### Drive-strength map

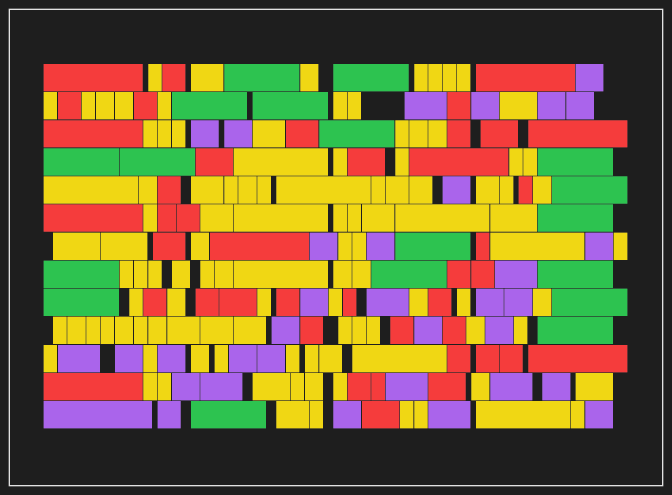
### Clock distribution

Scale bar: 20 um.
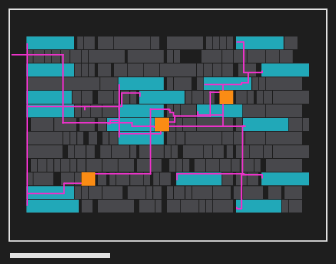
### Signal metal coverage by tile

The die is cut into 13 by 9 equal tiles; dark blue is low, red is high, scaled to the fullest tile. Values are wire area over tile area, all layers added.
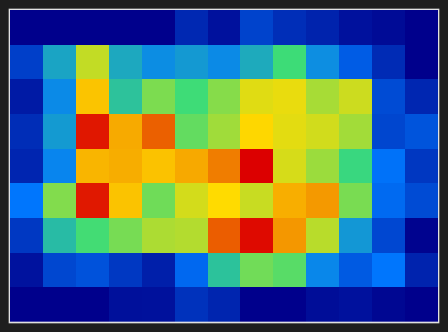
### Cell placement

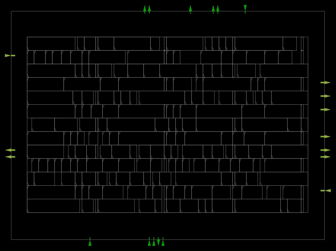
Design seq_decoder, sky130hd; sources not shown.
==> Flow_metrics.wiki <==
== Metrics ==
{| class="wikitable"
! Metric !! Value
|-
| Routing usage on met1 || 29.95%
|-
| Peak clock frequency supported by timing || 541.3 MHz
|-
| AND-OR/OR-AND Cells, Area Fraction || 4.819%
|-
| Number of nets still failing antenna checks after routing || 0
|-
| Layout buffering overhead excluding clock cells || 27.24%
|-
| Time the worst path needs with I/O delays and setup || 1847 ps
|-
| Switching part of the total power || 50.26%
|-
| Initial antenna violation count || 0
|-
| Met2 routed wirelength || 2015 um
|-
| DRC || 0
|-
| P_sw || 0.001115 W
|-
| PD cells || 1175 nW/um2
|-
| Half-perimeter wire length after placement || 2406 um
|-
| Flop pwr share || 28.5%
|-
| Worst setup margin || -147.3 ps
|-
| FFs w/ async S/R, synth || 100.0%
|-
| Total setup violations reported at the end of the flow || 13
|-
| Number of maximum-capacitance violations || 0
|-
| First-pass iteration count of the detailed router || 6
|-
| Seq/Total Area, Yosys || 41.62%
|-
| Inverters excl. clock || 15
|-
| Cell area after placement || 1659 um2
|-
| Filler-free cell count of the finished design || 232
|-
| Total standard cell area after synthesis || 1142 um2
|-
| Multi-input logic portion of the cell area || 40.23%
|-
| Xor and xnor fraction of the mapped netlist area || 4.600%
|-
| Top power group || combinational cells
|-
| Fillers || 54
|-
| Avg WL per Cell || 19.90 um
|-
| P_int || 0.001103 W
|-
| Final-report hold violation count || 0
|-
| Final hold slack || 124.6 ps
|-
| Mean area per synthesized cell || 7.323 um2
|-
| Worst path most repeated cell || sky130_fd_sc_hd__nand2_2
|-
| Outcome || complete, but fails checks
|-
| Cells along the critical path || inv_2 > nor2_4 > nand3_1 > nand2_2 > nor2_4 > nand2_4 > nor2_8 > nand2_8 > nand2_8 > nand2_2 > nand2_2
|-
| Master of the slowest instance on the critical path || sky130_fd_sc_hd__dfrtp_2
|-
| Period utilisation layout || 108.7%
|-
| Mux cell area share after synthesis || 0%
|-
| Port buffer count || 20
|-
| Chip area line of the yosys report || 1142 um2
|-
| Proportion of cell area spent on the clock network || 1.458%
|-
| Number of gates given a new drive strength after cts || 17
|-
| Detail Route met3 WL || 561 um
|-
| Relative slew margins || 63.77%
|-
| Unrepaired setup endpoints after global routing || yes
|-
| Area of the multi-input gates || 759.5 um2
|-
| Post-synthesis register bit count || 19
|-
| Share of final-layout standard cells stronger than drive strength 1 || 46.53%
|-
| Post-Route Setup TNS || -1383 ps
|-
| Number of logic gates || 122
|-
| Diode count || 0
|-
| Initial Util || 57.10%
|-
| Clk sink count || 19
|-
| Type of origin of the critical path || flop
|-
| Net count of the finished layout || 213
|-
| Portion of synthesized cell area occupied by the leading cell type || 41.62%
|-
| Violations in the final reports || setup timing
|-
| Combinational group share of total power || 60.0%
|}
Back to the opening pictures, 'Drive-strength map':
[x1 and smaller] yellow | cells: 108
[x3 and x4] purple | cells: 34
[x2] red | cells: 42
[x6 and larger] green | cells: 18
Non-Filler Cell Area, Final: 1888 um2
worst setup margin: -147.3 ps
Area Growth Syn to Fin: 65.28%
number of buffers other than clock buffers in the final layout: 42

Back to the opening pictures, 'Clock distribution':
[flip-flops] cyan | count: 19
[clock-net drivers] orange | count: 3
[clock wires] magenta | length: 285 um
routed clock nets: 4
clock share of power: 11.5%
Clock Power: 0.000255 W
clock latency on the worst-skew pair: 330 ps

Back to the opening pictures, 'Signal metal coverage by tile':
nearly empty tiles: 13%
tiles over half the peak: 40%
fullest tile: 0.76
densest ninth of the die: centre
number of vias after detailed routing: 1451
Global Route Usage Sum: 24.55%
wirelength, routed: 4617 um

Back to the opening pictures, 'Cell placement':
row count: 13
layout sequential cell count: 19
post-route core utilization: 94.37%
area of the core: 2001 um2
Tap Count: 30

Power and IR drop assume default switching activity.
